### Clock wires, drivers and flops, run 1

(1.5 px per µm)
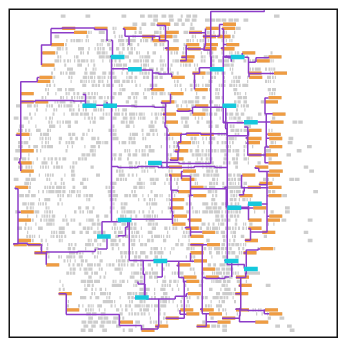
### Metal layers overlaid, run 1

(1 px per µm)
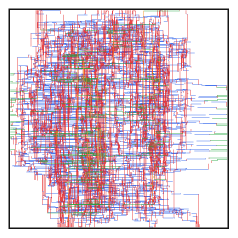
### Register map, names as in the netlist, run 1

(1 px per µm)
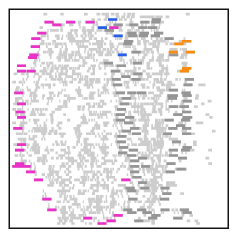
File: src/rtl/alu_seq_flags.sv
// Registered ARM data-processing ALU with NZCV flag register, multi-cycle
// shift-add multiplier and a valid/ready request handshake.
module alu_seq_flags #(
    parameter int WIDTH = 32,
    parameter int CNT_W = $clog2(WIDTH + 1)
) (
    input  logic             clk,
    input  logic             rst_n,
    input  logic             in_valid,
    output logic             in_ready,
    input  logic [4:0]       op,
    input  logic             s,
    input  logic [WIDTH-1:0] a,
    input  logic [WIDTH-1:0] b,
    input  logic             flags_wr,
    input  logic [3:0]       flags_in,
    output logic             out_valid,
    output logic [WIDTH-1:0] result,
    output logic             res_we,
    output logic [3:0]       flags
);

    typedef enum logic [0:0] {
        ST_IDLE = 1'b0,
        ST_MUL  = 1'b1
    } state_t;

    localparam logic [CNT_W-1:0] CNT_LAST = CNT_W'(WIDTH - 1);

    // Adder carry is bit WIDTH of the widened sum.
    function automatic logic [WIDTH:0] add_c(input logic [WIDTH-1:0] x,
                                             input logic [WIDTH-1:0] y,
                                             input logic             ci);
        return {1'b0, x} + {1'b0, y} + {{WIDTH{1'b0}}, ci};
    endfunction

    function automatic logic add_v(input logic [WIDTH-1:0] x,
                                   input logic [WIDTH-1:0] y,
                                   input logic [WIDTH-1:0] r);
        return (x[WIDTH-1] == y[WIDTH-1]) && (r[WIDTH-1] != x[WIDTH-1]);
    endfunction

    state_t           state_r, state_nxt_s;
    logic [WIDTH-1:0] acc_r, acc_nxt_s;
    logic [WIDTH-1:0] mcand_r, mcand_nxt_s;
    logic [WIDTH-1:0] mplier_r, mplier_nxt_s;
    logic [CNT_W-1:0] cnt_r, cnt_nxt_s;
    logic             mul_s_r, mul_s_nxt_s;
    logic [WIDTH-1:0] result_r, result_nxt_s;
    logic             res_we_r, res_we_nxt_s;
    logic             out_valid_r, out_valid_nxt_s;
    logic [3:0]       flags_r, flags_nxt_s;
    logic             in_ready_r, in_ready_nxt_s;

    logic [WIDTH-1:0] add_x_s, add_y_s;
    logic             add_ci_s;
    logic [WIDTH:0]   sum_s;
    logic [WIDTH-1:0] alu_res_s;
    logic             alu_arith_s, alu_we_s, alu_upd_s;
    logic [3:0]       alu_flags_s;
    logic [WIDTH-1:0] mul_step_s;

    assign in_ready  = in_ready_r;
    assign out_valid = out_valid_r;
    assign result    = result_r;
    assign res_we    = res_we_r;
    assign flags     = flags_r;

    // Adder operand selection; subtraction uses ~operand plus carry-in.
    always_comb begin
        add_x_s  = a;
        add_y_s  = b;
        add_ci_s = 1'b0;
        case (op[3:0])
            4'h2, 4'hA: begin add_y_s = ~b; add_ci_s = 1'b1;       end
            4'h3:       begin add_x_s = b; add_y_s = ~a; add_ci_s = 1'b1; end
            4'h5:       begin add_ci_s = flags_r[1];               end
            4'h6:       begin add_y_s = ~b; add_ci_s = flags_r[1]; end
            4'h7:       begin add_x_s = b; add_y_s = ~a; add_ci_s = flags_r[1]; end
            default:    begin add_ci_s = 1'b0;                     end
        endcase
        sum_s = add_c(add_x_s, add_y_s, add_ci_s);
    end

    // Single-cycle result, write-enable and flag computation.
    always_comb begin
        alu_res_s   = sum_s[WIDTH-1:0];
        alu_arith_s = 1'b1;
        case (op[3:0])
            4'h0, 4'h8: begin alu_res_s = a & b;  alu_arith_s = 1'b0; end
            4'h1, 4'h9: begin alu_res_s = a ^ b;  alu_arith_s = 1'b0; end
            4'hC:       begin alu_res_s = a | b;  alu_arith_s = 1'b0; end
            4'hD:       begin alu_res_s = b;      alu_arith_s = 1'b0; end
            4'hE:       begin alu_res_s = a & ~b; alu_arith_s = 1'b0; end
            4'hF:       begin alu_res_s = ~b;     alu_arith_s = 1'b0; end
            default:    begin alu_res_s = sum_s[WIDTH-1:0]; alu_arith_s = 1'b1; end
        endcase
        // Compare/test ops write flags only, never the register file.
        alu_we_s  = (op[3:2] != 2'b10);
        alu_upd_s = (op[3:2] == 2'b10) || s;
        alu_flags_s[3] = alu_res_s[WIDTH-1];
        alu_flags_s[2] = (alu_res_s == {WIDTH{1'b0}});
        if (alu_arith_s) begin
            alu_flags_s[1] = sum_s[WIDTH];
            alu_flags_s[0] = add_v(add_x_s, add_y_s, sum_s[WIDTH-1:0]);
        end else begin
            alu_flags_s[1] = flags_r[1];
            alu_flags_s[0] = flags_r[0];
        end
    end

    // Next-state, datapath and output update logic.
    always_comb begin
        state_nxt_s     = state_r;
        acc_nxt_s       = acc_r;
        mcand_nxt_s     = mcand_r;
        mplier_nxt_s    = mplier_r;
        cnt_nxt_s       = cnt_r;
        mul_s_nxt_s     = mul_s_r;
        result_nxt_s    = result_r;
        res_we_nxt_s    = res_we_r;
        out_valid_nxt_s = 1'b0;
        flags_nxt_s     = flags_r;
        mul_step_s      = acc_r + (mplier_r[0] ? mcand_r : {WIDTH{1'b0}});
        case (state_r)
            ST_IDLE: begin
                if (in_valid) begin
                    if (op[4]) begin
                        if (op[3:0] == 4'h0) begin
                            state_nxt_s  = ST_MUL;
                            acc_nxt_s    = {WIDTH{1'b0}};
                            mcand_nxt_s  = a;
                            mplier_nxt_s = b;
                            cnt_nxt_s    = {CNT_W{1'b0}};
                            mul_s_nxt_s  = s;
                        end else begin
                            result_nxt_s    = a;
                            res_we_nxt_s    = 1'b0;
                            out_valid_nxt_s = 1'b1;
                        end
                    end else begin
                        result_nxt_s    = alu_res_s;
                        res_we_nxt_s    = alu_we_s;
                        out_valid_nxt_s = 1'b1;
                        if (alu_upd_s) begin
                            flags_nxt_s = alu_flags_s;
                        end else begin
                            flags_nxt_s = flags_r;
                        end
                    end
                end else begin
                    state_nxt_s = ST_IDLE;
                end
            end
            ST_MUL: begin
                acc_nxt_s    = mul_step_s;
                mcand_nxt_s  = {mcand_r[WIDTH-2:0], 1'b0};
                mplier_nxt_s = {1'b0, mplier_r[WIDTH-1:1]};
                cnt_nxt_s    = cnt_r + 1'b1;
                if (cnt_r == CNT_LAST) begin
                    state_nxt_s     = ST_IDLE;
                    cnt_nxt_s       = {CNT_W{1'b0}};
                    result_nxt_s    = mul_step_s;
                    res_we_nxt_s    = 1'b1;
                    out_valid_nxt_s = 1'b1;
                    if (mul_s_r) begin
                        flags_nxt_s = {mul_step_s[WIDTH-1],
                                       (mul_step_s == {WIDTH{1'b0}}),
                                       flags_r[1:0]};
                    end else begin
                        flags_nxt_s = flags_r;
                    end
                end else begin
                    state_nxt_s = ST_MUL;
                end
            end
            default: begin
                state_nxt_s = ST_IDLE;
            end
        endcase
        // A direct MSR-style write wins over any flag update from an op.
        if (flags_wr) begin
            flags_nxt_s = flags_in;
        end else begin
            flags_nxt_s = flags_nxt_s;
        end
        in_ready_nxt_s = (state_nxt_s == ST_IDLE);
    end

    // State and output registers.
    always_ff @(posedge clk or negedge rst_n) begin
        if (!rst_n) begin
            state_r     <= ST_IDLE;
            acc_r       <= {WIDTH{1'b0}};
            mcand_r     <= {WIDTH{1'b0}};
            mplier_r    <= {WIDTH{1'b0}};
            cnt_r       <= {CNT_W{1'b0}};
            mul_s_r     <= 1'b0;
            result_r    <= {WIDTH{1'b0}};
            res_we_r    <= 1'b0;
            out_valid_r <= 1'b0;
            flags_r     <= 4'b0000;
            in_ready_r  <= 1'b1;
        end else begin
            state_r     <= state_nxt_s;
            acc_r       <= acc_nxt_s;
            mcand_r     <= mcand_nxt_s;
            mplier_r    <= mplier_nxt_s;
            cnt_r       <= cnt_nxt_s;
            mul_s_r     <= mul_s_nxt_s;
            result_r    <= result_nxt_s;
            res_we_r    <= res_we_nxt_s;
            out_valid_r <= out_valid_nxt_s;
            flags_r     <= flags_nxt_s;
            in_ready_r  <= in_ready_nxt_s;
        end
    end

endmodule

File: config.mk
export PLATFORM = sky130hd
export DESIGN_NAME = alu_seq_flags
export DESIGN_NICKNAME = d
export VERILOG_FILES = /design/src/rtl/alu_seq_flags.sv
export SDC_FILE = /design/constraint.sdc
export NUM_CORES = 1
export LEC_CHECK = 0
export ABC_CLOCK_PERIOD_IN_PS = 8300
export CORE_MARGIN = 2
export CORE_UTILIZATION = 30
export DETAILED_ROUTE_END_ITERATION = 8
export PLACE_DENSITY_LB_ADDON = 0.3
export SETUP_SLACK_MARGIN = 0.02
export SLEW_MARGIN = 20
export SYNTH_ARGS = -nofsm -noshare
export SYNTH_HDL_FRONTEND = slang
export SYNTH_SLANG_ARGS = --single-unit
File: constraint.sdc
create_clock -name clk -period 8.3 [get_ports clk]
set_input_delay 0.83 -clock clk [delete_from_list [all_inputs] [get_ports clk]]
set_output_delay 0.83 -clock clk [all_outputs]
set_load 0.01 [all_outputs]
==> flow_metrics.env, run 1 <==
# source this file to load flow results
export IMPL_tns_ps=0
export IMPL_max_vdd_ir_drop_mv=0.171
export IMPL_critPathTopFamily="simple AND/OR/NAND/NOR gates"
export IMPL_finalClockSkew_ps=10.4
export IMPL_crit_path_start_kind="input port"
export IMPL_synth_compound_area_share=0.312
export IMPL_mostFrequentLayoutCells="319 x nand2_1, 269 x o21ai_0, 176 x nor2_1, 173 x a21oi_1, 141 x dfrtp_1"
export IMPL_post_synth_top_count_cell="nand2_1"
export IMPL_yosys_area_top_type="dfrtp_1"
export IMPL_placed_area_um2=15300
export IMPL_grt_pass1_vias=13800
export IMPL_grt_first_pass_wirelength_mm=81.1
export IMPL_flop_area_um2=3580
export IMPL_p_clk_mw=0.811
export IMPL_max_stage_delay_ps=880
export IMPL_worstPathArrival_ps=7020
export IMPL_synth_xor_area_share=0.0333
export IMPL_numPortBuffers=116
export IMPL_clk_pin_slew_worst_paths_ps=70
export IMPL_power_density_nw_per_um2=184
export IMPL_top_layer="met4"
export IMPL_ys_types=75
export IMPL_dr_wl_met3_mm=3.46
export IMPL_cts_root_buf="clkbuf_16"
export IMPL_yosys_warnings=0
export IMPL_openroad_warnings=26
export IMPL_top_area_frac=0.260
export IMPL_cp_startpoint="op[2]"
export IMPL_grt_overflow=0
export IMPL_cts_made_buffers=17
export IMPL_finalCriticalPeriod_ps=6620
export IMPL_cap_violations=0
export IMPL_rr_startpoint="flags[1]$_DFFE_PN0P_"
export IMPL_outcome="completed"
export IMPL_gp_congestion=0.956
export IMPL_routed_via_density=5.59
export IMPL_hp_class="input port to async pin"
export IMPL_required_ps=8700
export IMPL_p_comb_frac=0.404
export IMPL_cp_endpoint="flags[2]$_DFFE_PN0P_"
export IMPL_synth_seq_cells=143
export IMPL_cts_sinks=143
export IMPL_synth_edff_count=0
export IMPL_end_kind="flip-flop"
export IMPL_avgSynthCellArea_um2=7.08
export IMPL_worstSetupPathType="input port to flip-flop"
export IMPL_async_flop_share=1.00
export IMPL_layout_drive_gt1_share=0.0470
export IMPL_busiest_layer="met2"
Notes on 'Clock wires, drivers and flops' above:
[clock wires] purple | length: 2640 µm
[flip-flops] orange | count: 143
[cells driving clock nets] cyan | count: 17
flops lie: spread over the die

Notes on 'Metal layers overlaid' above:
[met2] red | wire length: 22.7 mm
[met4] orange | wire length: 989 µm
[met1] blue | wire length: 24.7 mm
[met3] green | wire length: 3460 µm

Notes on 'Register map, names as in the netlist' above:
[`mplier_r`] magenta | placed flops: 32
[`cnt_r`] orange | placed flops: 6 | where: north-east
[`flags`] blue | placed flops: 4 | where: north

==> run 1: stage by stage <==
step           total power [mW]  hold slack [ps]  worst slack (ps)  cells  utilization
2_1_floorplan              1.66              451              1390   1932            -
3_3_place_gp               2.09              455              1470   2546        0.339
3_5_place_dp               2.11              458              1360   2546        0.339
4_1_cts                    2.93              474              1840   2578        0.352
5_1_grt                    3.11              506              1440   2578        0.352
6_report                   2.92              460              1680   2578        0.352
==> run 1: layout make-up <==
class / count / area share
Clock buffer: 19 / 0.0278
Clock inverter: 13 / 0.00951
Inverter: 90 / 0.0212
Multi-Input combinational cell: 1570 / 0.584
Sequential cell: 143 / 0.225
Tap cell: 600 / 0.0472
Timing Repair Buffer: 143 / 0.0851
==> run 2, diff against run 1 <==
--- a/config.mk
+++ b/config.mk
@@ -5,7 +5,7 @@
 export SDC_FILE = /design/constraint.sdc
 export NUM_CORES = 1
 export LEC_CHECK = 0
-export ABC_CLOCK_PERIOD_IN_PS = 8300
+export ABC_CLOCK_PERIOD_IN_PS = 6100
 export CORE_MARGIN = 2
 export CORE_UTILIZATION = 30
 export DETAILED_ROUTE_END_ITERATION = 8
==> constraint.sdc (replaced) <==
create_clock -name clk -period 6.1 [get_ports clk]
set_input_delay 0.61 -clock clk [delete_from_list [all_inputs] [get_ports clk]]
set_output_delay 0.61 -clock clk [all_outputs]
set_load 0.01 [all_outputs]
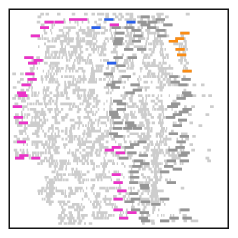
*Register map, names as in the netlist, run 2*
(1 px per µm)
[`mplier_r`] magenta | placed flops: 32
[`cnt_r`] orange | placed flops: 6 | where: north-east
[`flags`] blue | placed flops: 4 | where: north

==> run 2 against run 1 <==
  * Wire length decreased by 0.82%
  * Combinational power rose by 39%
  * Clock skew rose by 2.1 ps
  * Final area increased by 0.45%
  * Sequential cell count did not move
  * Clock-buffer cell count unchanged
  * Global-route usage shrank 0.26 points
  * Register-to-register slack lost 1700 ps
  * Via count up 0.36%
  * Clock power rose by 32%
  * Cell count is 0.39% higher
==> flow_metrics.env, run 2 <==
# source this file to load flow results
export IMPL_outcome="completed"
export IMPL_max_vdd_ir_drop_mv=0.202
export IMPL_top_layer="met4"
export IMPL_hold_ws_ps=192
export IMPL_grt_pass1_vias=13600
export IMPL_p_clk_mw=1.07
export IMPL_mostFrequentLayoutCells="319 x nand2_1, 269 x o21ai_0, 176 x nor2_1, 173 x a21oi_1, 141 x dfrtp_1"
export IMPL_cp_startpoint="op[0]"
export IMPL_openroad_warnings=28
export IMPL_required_ps=6490
export IMPL_finalCriticalPeriod_ps=5370
export IMPL_cts_sinks=143
export IMPL_dr_wl_met3_mm=3.56
export IMPL_hp_class="input port to async pin"
export IMPL_layout_drive_gt1_share=0.0523
export IMPL_grt_overflow=0
export IMPL_cap_violations=0
export IMPL_post_route_worst_setup_slack_ps=730
export IMPL_avgSynthCellArea_um2=7.08
export IMPL_placedCellCount=2556
export IMPL_postLayoutCoreUtil=0.354
export IMPL_crit_path_start_kind="input port"
export IMPL_ys_types=75
export IMPL_rr_startpoint="mplier_r[0]$_DFFE_PN0P_"
export IMPL_final_instance_count_excl_fill=2588
export IMPL_placed_area_um2=15400
export IMPL_preCtsSetupSlack_ps=385
export IMPL_gp_congestion=0.975
export IMPL_synth_seq_cells=143
export IMPL_p_comb_frac=0.414
export IMPL_worstPathArrival_ps=5760
export IMPL_critPathTopFamily="simple AND/OR/NAND/NOR gates"
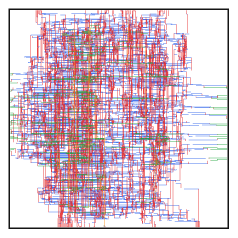
*Metal layers overlaid, run 2*
(1 px per µm)
[met3] green | wire length: 3560 µm
[met2] red | wire length: 22.2 mm
[met4] orange | wire length: 1140 µm
[met1] blue | wire length: 24.6 mm

-- run 2: cell counts after synthesis --
No cell type changed its count.
-- run 2: cell type report --
cell class              count  area (µm²)  share of cell area
well taps                 600         751              0.0469
clock buffers              19         443              0.0277
repair buffers            153        1440              0.0902
clock inverters            13         130             0.00814
inverters                  90         338              0.0211
multi-input cells        1570        9310               0.582
flip-flops and latches    143        3580               0.224
-- run 2: kinds of logic (layout without fill, tap and decap cells) --
group | Yosys count | count (layout)
AOI/OAI and AO/OA | 703 | 703
adders and majority gates | 98 | 98
and+or+nand+nor | 702 | 702
DFF | 143 | 143
xor gates and xnor gates | 52 | 52
buffers and inverters | 219 | 275
muxes | 15 | 15
Power figures rest on the tool's default switching activity, not on a simulated workload.
